===== config.mk =====
export PLATFORM = sky130hd
export DESIGN_NAME = step_sequencer
export DESIGN_NICKNAME = d
export VERILOG_FILES = /design/src/rtl/step_sequencer.sv
export SDC_FILE = /design/constraint.sdc
export NUM_CORES = 1
export LEC_CHECK = 0
export ABC_AREA = 0
export ABC_CLOCK_PERIOD_IN_PS = 2500
export CAP_MARGIN = 20
export CORE_MARGIN = 4
export CORE_UTILIZATION = 25
export DETAILED_ROUTE_END_ITERATION = 16
export GPL_ROUTABILITY_DRIVEN = 0
export MAX_ROUTING_LAYER = met4
export SLEW_MARGIN = 15
export SYNTH_ARGS = -nofsm -noshare
export SYNTH_HDL_FRONTEND = slang
export SYNTH_SLANG_ARGS = --single-unit

===== constraint.sdc =====
create_clock -name clk -period 2.5 [get_ports clk]
set_clock_uncertainty 0.1 [all_clocks]
set_input_delay 0.25 -clock clk [delete_from_list [all_inputs] [get_ports clk]]
set_output_delay 0.25 -clock clk [all_outputs]
set_load 0.01 [all_outputs]

===== src/rtl/step_sequencer.sv =====
// rtl/step_sequencer.sv - command-level stepper controller driving a signed step-count register
//
// Accepts a signed step command, loads it into an external counter register,
// then issues one coil step per dwell period while counting the register toward zero.
//
// Ports:
//   clk, reset_n            clock, synchronous active-low reset
//   cmd_valid/cmd_ready     command handshake (ready only while idle)
//   cmd_steps[7:0]          signed step count
//   step_period[DELAY_W]    dwell cycles between steps, 0 behaves as 1
//   abort                   stop the current command
//   reg_load/reg_data       counter load strobe and value
//   reg_increment/decrement counter count strobes
//   reg_negative/positive/zero  registered counter flags (valid two cycles after a strobe)
//   busy, dir, step_pulse   run status, direction, per-step pulse
//   coils[3:0]              full-step coil pattern
//   done, aborted           one-cycle completion pulses
module step_sequencer #(
  parameter int DELAY_W = 16,
  parameter bit HOLD    = 1'b1
) (
  input  logic               clk,
  input  logic               reset_n,
  input  logic               cmd_valid,
  output logic               cmd_ready,
  input  logic [7:0]         cmd_steps,
  input  logic [DELAY_W-1:0] step_period,
  input  logic               abort,
  output logic               reg_load,
  output logic [7:0]         reg_data,
  output logic               reg_increment,
  output logic               reg_decrement,
  input  logic               reg_negative,
  input  logic               reg_positive,
  input  logic               reg_zero,
  output logic               busy,
  output logic               dir,
  output logic               step_pulse,
  output logic [3:0]         coils,
  output logic               done,
  output logic               aborted
);

  localparam logic [2:0] S_IDLE   = 3'd0;
  localparam logic [2:0] S_LOAD   = 3'd1;
  localparam logic [2:0] S_SETTLE = 3'd2;
  localparam logic [2:0] S_CHECK  = 3'd3;
  localparam logic [2:0] S_STEP   = 3'd4;
  localparam logic [2:0] S_DWELL  = 3'd5;
  localparam logic [2:0] S_DONE   = 3'd6;

  localparam logic [DELAY_W-1:0] ONE = {{(DELAY_W-1){1'b0}}, 1'b1};

  logic [2:0]         state;
  logic [7:0]         cap;
  logic [DELAY_W-1:0] period;
  logic [DELAY_W-1:0] dwell;
  logic [3:0]         phase;
  logic               dir_q;
  logic               energised;
  logic               aborted_q;
  logic               kill;

  // Abort only has effect once a command is in flight.
  assign kill = abort && (state != S_IDLE);

  always_ff @(posedge clk) begin
    if (!reset_n) begin
      state     <= S_IDLE;
      cap       <= 8'h00;
      period    <= ONE;
      dwell     <= '0;
      phase     <= 4'b0001;
      dir_q     <= 1'b1;
      energised <= 1'b0;
      aborted_q <= 1'b0;
    end else begin
      aborted_q <= 1'b0;
      if (kill) begin
        state     <= S_IDLE;
        aborted_q <= 1'b1;
      end else begin
        case (state)
          S_IDLE: begin
            if (cmd_valid) begin
              cap       <= cmd_steps;
              period    <= (step_period == '0) ? ONE : step_period;
              energised <= 1'b1;
              state     <= S_LOAD;
            end
          end
          S_LOAD:   state <= S_SETTLE;
          // One idle cycle so the counter flags reflect the load before CHECK.
          S_SETTLE: state <= S_CHECK;
          S_CHECK: begin
            if (reg_zero) begin
              state <= S_DONE;
            end else if (reg_positive) begin
              dir_q <= 1'b1;
              state <= S_STEP;
            end else if (reg_negative) begin
              dir_q <= 1'b0;
              state <= S_STEP;
            end else begin
              // No flag set means the counter is not answering; finish rather than hang.
              state <= S_DONE;
            end
          end
          S_STEP: begin
            phase <= dir_q ? {phase[2:0], phase[3]} : {phase[0], phase[3:1]};
            dwell <= period;
            state <= S_DWELL;
          end
          S_DWELL: begin
            // period >= 1, so DWELL lasts exactly period cycles; the extra
            // CHECK and STEP cycles give a step spacing of period+2.
            if (dwell <= ONE) begin
              state <= S_CHECK;
            end else begin
              dwell <= dwell - ONE;
            end
          end
          S_DONE:  state <= S_IDLE;
          default: state <= S_IDLE;
        endcase
      end
    end
  end

  assign cmd_ready     = (state == S_IDLE);
  assign busy          = (state != S_IDLE);
  assign reg_load      = (state == S_LOAD) && !abort;
  assign reg_data      = cap;
  assign step_pulse    = (state == S_STEP) && !abort;
  assign reg_decrement = step_pulse && dir_q;
  assign reg_increment = step_pulse && !dir_q;
  assign done          = (state == S_DONE) && !abort;
  assign aborted       = aborted_q;
  assign dir           = dir_q;
  assign coils         = (busy || (HOLD && energised)) ? phase : 4'b0000;

endmodule


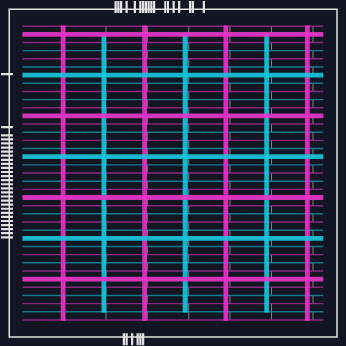
(run_1/pdn.png)
Drawn at 3 px/um. Pins as bars on the die edge. Tap cells in gray.
color	net
cyan	VDD
magenta	VSS
signal pins	52
rows	36
tap cells	133
met4 straps	7
Core Footprint: 9819 um2
Chip Width: 108.7 um

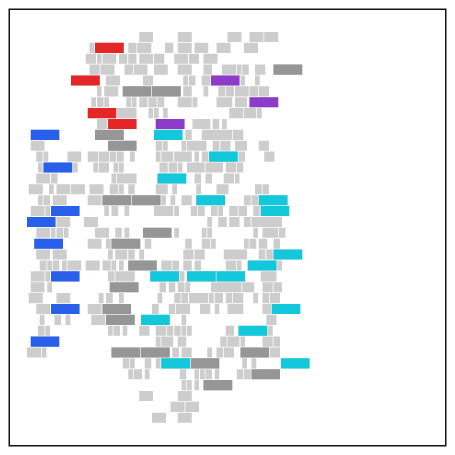
(run_1/registers.png)
Drawn at 4 px/um. Other sequential cells in the stronger gray, the rest of the logic in the fainter gray.
color	name in the netlist	sequential cells
blue	`reg_data`	8
cyan	`dwell`	16
red	`phase`	4
purple	`state`	3
power in sequential cells: 856 uW
sequential cell area share: 30.88%

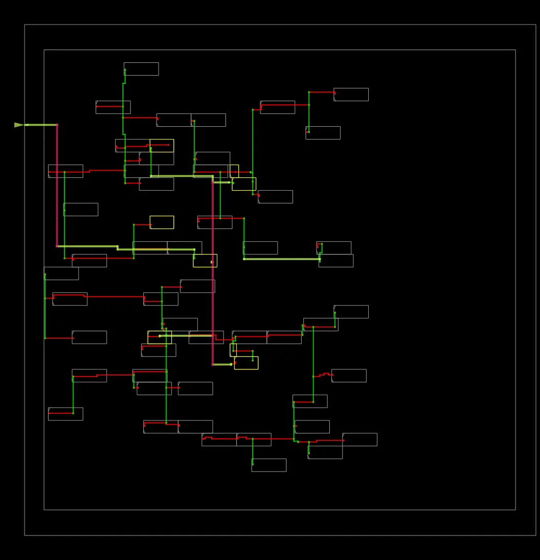
(run_1/final_clocks.png)
clock buffer instance count of the final layout: 7
Skew-Pair Late Insertion Delay: 0.30 ns

==> flow_summary.json, run 1 <==
{
  "status": "completed",
  "hold-path-endpoint": "reg_data[1]",
  "synth_flops": 50,
  "drt-wirelength-per-cell_um": 12.74,
  "yosysWarningCount": 0,
  "routed_wirelength_um": 6358,
  "worst_setup_hold_path_clk_slew_ns": 0.09,
  "power_density_nw_per_um2": 497.1,
  "tightest_slew_margin_relative_to_the_limit_pct": 65.36,
  "bufAreaShareNonClock_pct": 17.83,
  "mi_logic_area_um2": 1383,
  "timing.hold.ws_ns": 0.3607,
  "rsz_0062_raised_after_global_routing": "false",
  "synth_seq_share_pct": 39.45,
  "detailedPlace.worstSlack_ns": 0.2386,
  "synth-cells-yosys": 322,
  "fin_crit_ns": 2.296,
  "netlist.area_leader.share_pct": 39.45,
  "register_area_um2": 1001,
  "floorplanUtilization_pct": 25.84,
  "worstPathArrival_ns": 1.95,
  "netlist.top_cell.by_instances": "sky130_fd_sc_hd__nand2_1",
  "synthMuxAreaShare_pct": 2.022,
  "htreeDepth": 2,
  "top_library_cells_by_usage_in_the_layout_fill_and_taps_aside": "sky130_fd_sc_hd__nand2_1, sky130_fd_sc_hd__clkdlybuf4s50_1, sky130_fd_sc_hd__dfxtp_1",
  "dp.cells": 491,
  "totalPowerFinal_uw": 1611,
  "fp-row-count": 36,
  "buffers_outside_the_clock_class": 60,
  "number_of_failing_hold_endpoints_at_the_final_stage": 0,
  "tool_warnings": 27,
  "ctsHoldBuffers": 0,
  "cts_setup_buffers": 0,
  "detail_route.first_pass.iterations": 4,
  "utilization_pct": 33.01,
  "post_cts_resize_count": 0,
  "cts-root-buf": "sky130_fd_sc_hd__clkbuf_8",
  "peakVddDrop_mv": 0.2691,
  "reg2reg_depth": 7,
  "top_power_group": "sequential cells",
  "simple_gate_area_share_pct": 29.64,
  "switchingPower_uw": 425.6,
  "grt_first_pass_wirelength_um": 10790,
  "floorplan.io_pins": 52,
  "final-clk-cell-share_pct": 2.817,
  "highest_layer": "met4",
  "internal_power_uw": 1186,
  "layout.cells.non_filler": 499,
  "worstReg2RegStart": "dwell[0]",
  "combinationalPowerShare_pct": 16.2,
  "largest_cell_class_by_area": "logic gates",
  "cp_data_required_time_ns": 2.15,
  "totalNegativeSetupSlack_ns": 0,
  "clock.fmax_ghz": 0.4355,
  "crit_type": "register to output port",
  "logic_share_of_the_area_pct": 42.65,
  "postPlaceCellArea_um2": 3148,
  "synth.cells.most_frequent": "sky130_fd_sc_hd__nand2_1, sky130_fd_sc_hd__dfxtp_1, sky130_fd_sc_hd__a21oi_1",
  "cts_made_buffers": 5,
  "dr_wl_met2_um": 3071,
  "ys_types": 52,
  "num_antenna_cells": 0,
  "reg2reg_setup_slack_ns": 0.33,
  "syn_nets": 355,
  "edf_count": 0,
  "slew_violations": 0,
  "most_common_reg_cell": "sky130_fd_sc_hd__dfxtp_1"
}
[run 1: critical path, cell delays in order (launching register included)]
cell	delay, ns
sky130_fd_sc_hd__dfxtp_1	0.43
sky130_fd_sc_hd__or3_1	0.49
sky130_fd_sc_hd__nor2_2	0.18
sky130_fd_sc_hd__nor2b_1	0.07
sky130_fd_sc_hd__clkdlybuf4s50_1	0.48
[run 1: how the worst max path moves through the flow]
stage / start / endpoint / slack [ns]
2_1_floorplan: dwell[0] / dwell[0] / 0.69
3_3_place_gp: abort / reg_decrement / 0.26
3_5_place_dp: abort / reg_decrement / 0.24
4_1_cts: state[0] / coils[2] / 0.12
5_1_grt: state[0] / coils[2] / 0.07
6_report: state[0] / coils[2] / 0.20
==> run_1/density.png <==
Drawn at 3 px/um. The die is cut into 11 by 11 equal tiles; white is low, dark blue is high, 0 to 100% covered.
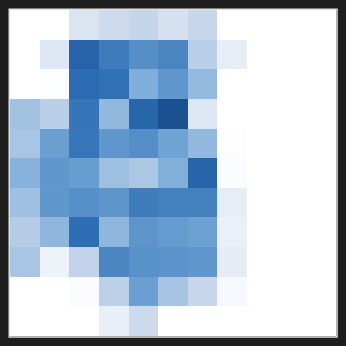

==> run 2: changes to the inputs <==
--- a/config.mk
+++ b/config.mk
@@ -6,13 +6,13 @@
 export NUM_CORES = 1
 export LEC_CHECK = 0
 export ABC_AREA = 0
-export ABC_CLOCK_PERIOD_IN_PS = 2500
 export CAP_MARGIN = 20
 export CORE_MARGIN = 4
-export CORE_UTILIZATION = 25
+export CORE_UTILIZATION = 50
 export DETAILED_ROUTE_END_ITERATION = 16
 export GPL_ROUTABILITY_DRIVEN = 0
 export MAX_ROUTING_LAYER = met4
+export PLACE_DENSITY = 0.78
 export SLEW_MARGIN = 15
 export SYNTH_ARGS = -nofsm -noshare
 export SYNTH_HDL_FRONTEND = slang
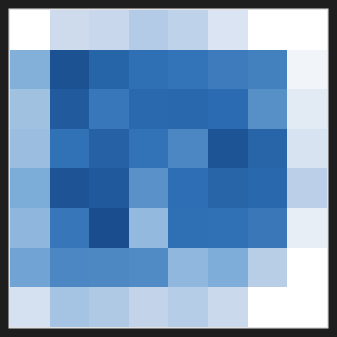
(run_2/density.png)
Drawn at 4 px/um. The die is cut into 8 by 8 equal tiles; white is low, dark blue is high, 0 to 100% covered.
nearly empty tiles	9.4%
emptiest ninth of the die	south-east
fullest tile	88%
densest ninth of the die	center

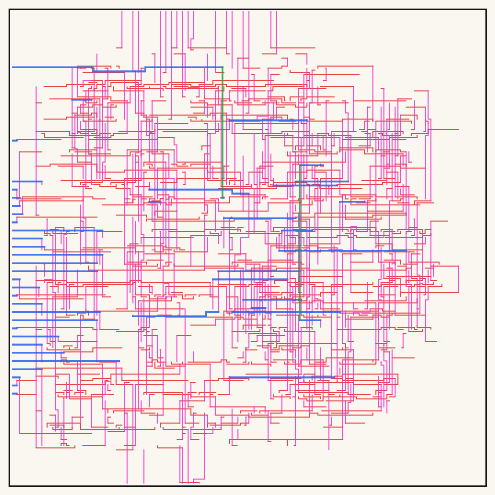
(run_2/metal_stack.png)
Drawn at 6 px/um.
color	layer	wire length
red	met1	2930 um
magenta	met2	2950 um
blue	met3	394 um
green	met4	47.6 um

==> run 2 against run 1 <==
Against the previous run: maximum frequency shrank 2.3%; final area shrank 1.0%; wire length shrank 0.52%; sequential share of layout area grew 0.33 points; core utilization grew 34 points; hold slack lost 0.0029 ns; clock-buffer cell count shrank 2; clock power grew 15%; first-iteration DRC count grew 52%; sequential power is essentially flat; critical path type unchanged; critical endpoint unchanged; largest cell class unchanged; largest power group unchanged.
==> flow_summary.json, run 2 <==
{
  "cts_made_buffers": 5,
  "switchingPower_uw": 434.4,
  "drt-wirelength-per-cell_um": 14.61,
  "synth.cells.most_frequent": "sky130_fd_sc_hd__nand2_1, sky130_fd_sc_hd__dfxtp_1, sky130_fd_sc_hd__a21oi_1",
  "yosys_area_um2": 2537,
  "reg2reg_setup_slack_ns": 0.44,
  "path_delay_family": "simple AND/OR/NAND/NOR gates",
  "worstPathArrival_ns": 2.00,
  "power_density_nw_per_um2": 528.1,
  "buffers_outside_the_clock_class": 61,
  "detail_route.first_pass.iterations": 4,
  "syn_nets": 355,
  "detailedPlace.worstSlack_ns": 0.4100,
  "mi_logic_area_um2": 1383,
  "setup.worst_path.end": "coils[2]",
  "reg2reg_depth": 6,
  "seqAreaFraction_pct": 31.20,
  "totalPowerFinal_uw": 1694,
  "synth_seq_share_pct": 39.45,
  "cp_cell_sequence": "or3_1 -> nor2_2 -> nor2b_1 -> clkdlybuf4s50_1",
  "worstReg2RegStart": "dwell[0]",
  "slew_violations": 0,
  "htreeDepth": 2,
  "edf_count": 0,
  "fin_crit_ns": 2.349,
  "clock.fmax_ghz": 0.4256,
  "tightest_slew_margin_relative_to_the_limit_pct": 65.29,
  "worst_setup_hold_path_clk_slew_ns": 0.09,
  "core_area_um2": 4817,
  "critPathMaxStageDelay_ns": 0.51,
  "top_power_group": "sequential cells",
  "synth_flops": 50,
  "cts-root-buf": "sky130_fd_sc_hd__clkbuf_8",
  "synth-cells-yosys": 322,
  "hold-path-endpoint": "reg_data[6]",
  "routed_wirelength_um": 6325,
  "cts_setup_buffers": 0,
  "floorplan.io_pins": 52,
  "fp-row-count": 25,
  "num_antenna_cells": 0,
  "power.sequential.total_uw": 858,
  "critical_path.slowest_cell": "sky130_fd_sc_hd__or3_1",
  "dr_wl_met2_um": 2952,
  "largest_cell_class_by_area": "logic gates",
  "combinationalPowerShare_pct": 15.8,
  "top_library_cells_by_usage_in_the_layout_fill_and_taps_aside": "sky130_fd_sc_hd__nand2_1, sky130_fd_sc_hd__clkdlybuf4s50_1, sky130_fd_sc_hd__dfxtp_1",
  "rsz_0062_raised_after_global_routing": "false",
  "status": "completed",
  "highest_layer": "met4",
  "number_of_failing_hold_endpoints_at_the_final_stage": 0,
  "timing.critical_path.from": "state[0]",
  "post_cts_resize_count": 0,
  "utilization_pct": 66.60,
  "die_width_um": 79.24,
  "cp.depth": 4,
  "grt_first_pass_wirelength_um": 10830,
  "timing.hold.ws_ns": 0.3578,
  "internal_power_uw": 1260,
  "totalNegativeSetupSlack_ns": 0,
  "most_common_reg_cell": "sky130_fd_sc_hd__dfxtp_1",
  "yosysWarningCount": 0,
  "final-clk-cell-share_pct": 3.354,
  "ys_types": 52,
  "cp_data_required_time_ns": 2.15,
  "logic_share_of_the_area_pct": 43.10,
  "postPlaceCellArea_um2": 3098,
  "tool_warnings": 27,
  "netlist.top_cell.by_instances": "sky130_fd_sc_hd__nand2_1",
  "skew_pair_late_insertion_delay_ns": 0.31,
  "floorplanUtilization_pct": 52.68,
  "cp.buffers_inverters": 1,
  "peakVddDrop_mv": 0.4540
}
-- run 2: netlist changes by cell type in the layout (fill, tap and decap cells not counted) --
cell,change
sky130_fd_sc_hd__clkbuf_8,-1
sky130_fd_sc_hd__clkinv_4,+1
sky130_fd_sc_hd__bufinv_16,+1
sky130_fd_sc_hd__clkinv_2,-1
sky130_fd_sc_hd__buf_12,+2
sky130_fd_sc_hd__clkbuf_1,-1
sky130_fd_sc_hd__buf_4,-1
-- run 2: cells by family after synthesis --
group / Yosys count / synth area share, %
adders and majority gates: 2 / 0.9860
DFF: 50 / 39.45
AOI/OAI and AO/OA: 88 / 21.75
and+or+nand+nor: 147 / 29.63
buffers and inverters: 30 / 6.164
muxes: 5 / 2.022
==> run 3: changes to the inputs <==
--- a/config.mk
+++ b/config.mk
@@ -6,7 +6,6 @@
 export NUM_CORES = 1
 export LEC_CHECK = 0
 export ABC_AREA = 0
-export CAP_MARGIN = 20
 export CORE_MARGIN = 4
 export CORE_UTILIZATION = 50
 export DETAILED_ROUTE_END_ITERATION = 16
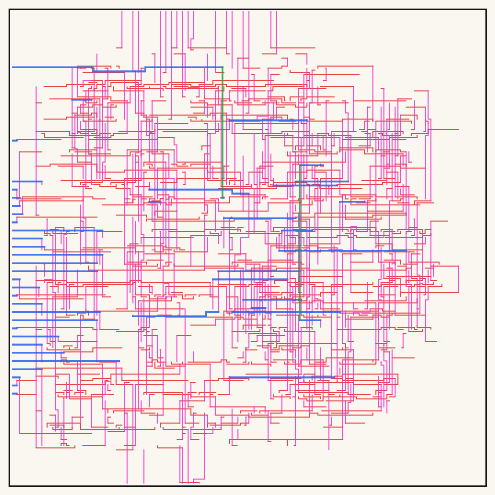
(run_3/metal_stack.png)
Drawn at 6 px/um.
color	layer	wire length
magenta	met2	2950 um
blue	met3	394 um
green	met4	47.6 um
red	met1	2930 um
Tot GR Track Use: 21.84%
total via count after detailed routing: 2398
final wirelength: 6325 um

==> run 3 against run 2 <==
Against the previous run: global-route usage unchanged; clock-buffer cell count is the same; critical endpoint unchanged; final area unchanged; sequential power hardly changed; critical path type unchanged; area after synthesis did not move; first-iteration DRC count is the same; cell count unchanged; hold slack stayed put; largest power group unchanged; clock power is essentially flat; critical path depth unchanged; flip-flop count unchanged.
==> flow_summary.json, run 3 <==
{
  "n_clock_buffer": 5,
  "timing.hold.ws_ns": 0.3578,
  "top_usage_layer": "met2",
  "simple_gate_area_share_pct": 29.64,
  "mi_logic_area_um2": 1383,
  "cts_sinks": 50,
  "power_density_nw_per_um2": 528.1,
  "utilization_pct": 66.60,
  "largest_cell_class_by_area": "logic gates",
  "clock_power_share_pct": 33.6,
  "synth_seq_share_pct": 39.45,
  "internal_power_uw": 1260,
  "skew_pair_late_insertion_delay_ns": 0.31,
  "power.sequential.total_uw": 858,
  "placement.io_buffers": 51,
  "comb_cells": 242,
  "fp-row-count": 25,
  "worst-path-max-fanout": 11,
  "detail_route.first_pass.iterations": 4,
  "synth-cells-yosys": 322,
  "ys_types": 52,
  "global_route.usage.met1_pct": 28.81,
  "cts_made_buffers": 5,
  "synthMuxAreaShare_pct": 2.022,
  "ys_top_cells_by_area": "sky130_fd_sc_hd__dfxtp_1, sky130_fd_sc_hd__nand2_1, sky130_fd_sc_hd__a21oi_1, sky130_fd_sc_hd__nor2_1, sky130_fd_sc_hd__nor3_1",
  "most_common_reg_cell": "sky130_fd_sc_hd__dfxtp_1",
  "synthXorXnorAreaFrac_pct": 0,
  "synthAdderAreaFrac_pct": 0.9862,
  "top_library_cells_by_usage_in_the_layout_fill_and_taps_aside": "sky130_fd_sc_hd__nand2_1, sky130_fd_sc_hd__clkdlybuf4s50_1, sky130_fd_sc_hd__dfxtp_1",
  "core_area_um2": 4817,
  "grt_remaining_overflow": 0,
  "synth_flops": 50,
  "bufAreaShareNonClock_pct": 19.03,
  "netlist.top_cell.by_instances": "sky130_fd_sc_hd__nand2_1",
  "yosysWarningCount": 0,
  "totalNegativeSetupSlack_ns": 0,
  "tightest_slew_margin_relative_to_the_limit_pct": 65.29,
  "peakVddDrop_mv": 0.4540,
  "cts_setup_buffers": 0,
  "drt-wirelength-per-cell_um": 14.61,
  "slew_violations": 0,
  "yosys_area_um2": 2537,
  "cts_max_path_buffers": 2,
  "synth.comb.largest_family": "simple AND/OR/NAND/NOR gates",
  "and_or_or_and_share_of_the_synthesized_area_pct": 21.75,
  "cp_data_required_time_ns": 2.15,
  "ctsHoldBuffers": 0,
  "edf_count": 0,
  "htreeDepth": 2,
  "reg2reg_depth": 6,
  "synth.cells.most_frequent": "sky130_fd_sc_hd__nand2_1, sky130_fd_sc_hd__dfxtp_1, sky130_fd_sc_hd__a21oi_1",
  "layout.cells.non_filler": 433,
  "dp.cells": 426,
  "combinationalPowerShare_pct": 15.8,
  "combined_area_of_all_synthesized_cells_um2": 2537,
  "switchingPower_uw": 434.4,
  "tool_warnings": 27,
  "totalPowerFinal_uw": 1694,
  "dr_wl_met2_um": 2952,
  "highest_layer": "met4",
  "postPlaceCellArea_um2": 3098,
  "worst_setup_hold_path_clk_slew_ns": 0.09,
  "end_kind": "output port",
  "post_cts_resize_count": 0,
  "num_antenna_cells": 0,
  "buffers_outside_the_clock_class": 61,
  "top_power_group": "sequential cells",
  "number_of_failing_hold_endpoints_at_the_final_stage": 0,
  "clk_power_uw": 570,
  "seqAreaFraction_pct": 31.20,
  "final-clk-cell-share_pct": 3.354,
  "cts-root-buf": "sky130_fd_sc_hd__clkbuf_8",
  "register_area_um2": 1001,
  "netlist.area_leader.share_pct": 39.45,
  "crit_type": "register to output port",
  "logic_share_of_the_area_pct": 43.10,
  "rsz_0062_raised_after_global_routing": "false",
  "status": "completed",
  "floorplan.io_pins": 52,
  "clock.fmax_ghz": 0.4256,
  "syn_nets": 355,
  "fin_crit_ns": 2.349,
  "die_width_um": 79.24
}
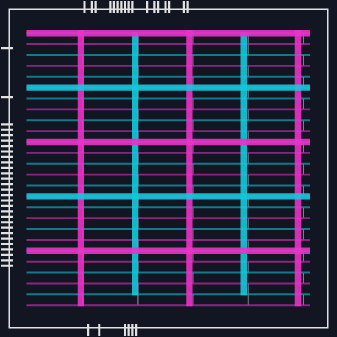
(run_3/pdn.png)
Drawn at 4 px/um. Pins as bars on the die edge. Tap cells in gray.
color	net
magenta	VSS
cyan	VDD
met4 straps	5
tap cells	67
met1 rails	26
rows	25

## run 3: cell counts after synthesis
Identical to the previous run, type by type.
## run 3: critical path, stage by stage, from the launching register on
cell                              delay (ns)
sky130_fd_sc_hd__dfxtp_1                0.42
sky130_fd_sc_hd__or3_1                  0.51
sky130_fd_sc_hd__nor2_2                 0.20
sky130_fd_sc_hd__nor2b_1                0.07
sky130_fd_sc_hd__clkdlybuf4s50_1        0.49
## run 3: path summary, 6_finish.rpt
kind                             startpoint     endpoint  slack [ns]
worst max register to register     dwell[0]     dwell[0]        0.44
worst min-delay path            reg_data[6]  reg_data[6]        0.36
worst max-delay path               state[0]     coils[2]        0.15
worst min register to register  reg_data[6]  reg_data[6]        0.36
Power and IR drop assume default switching activity.
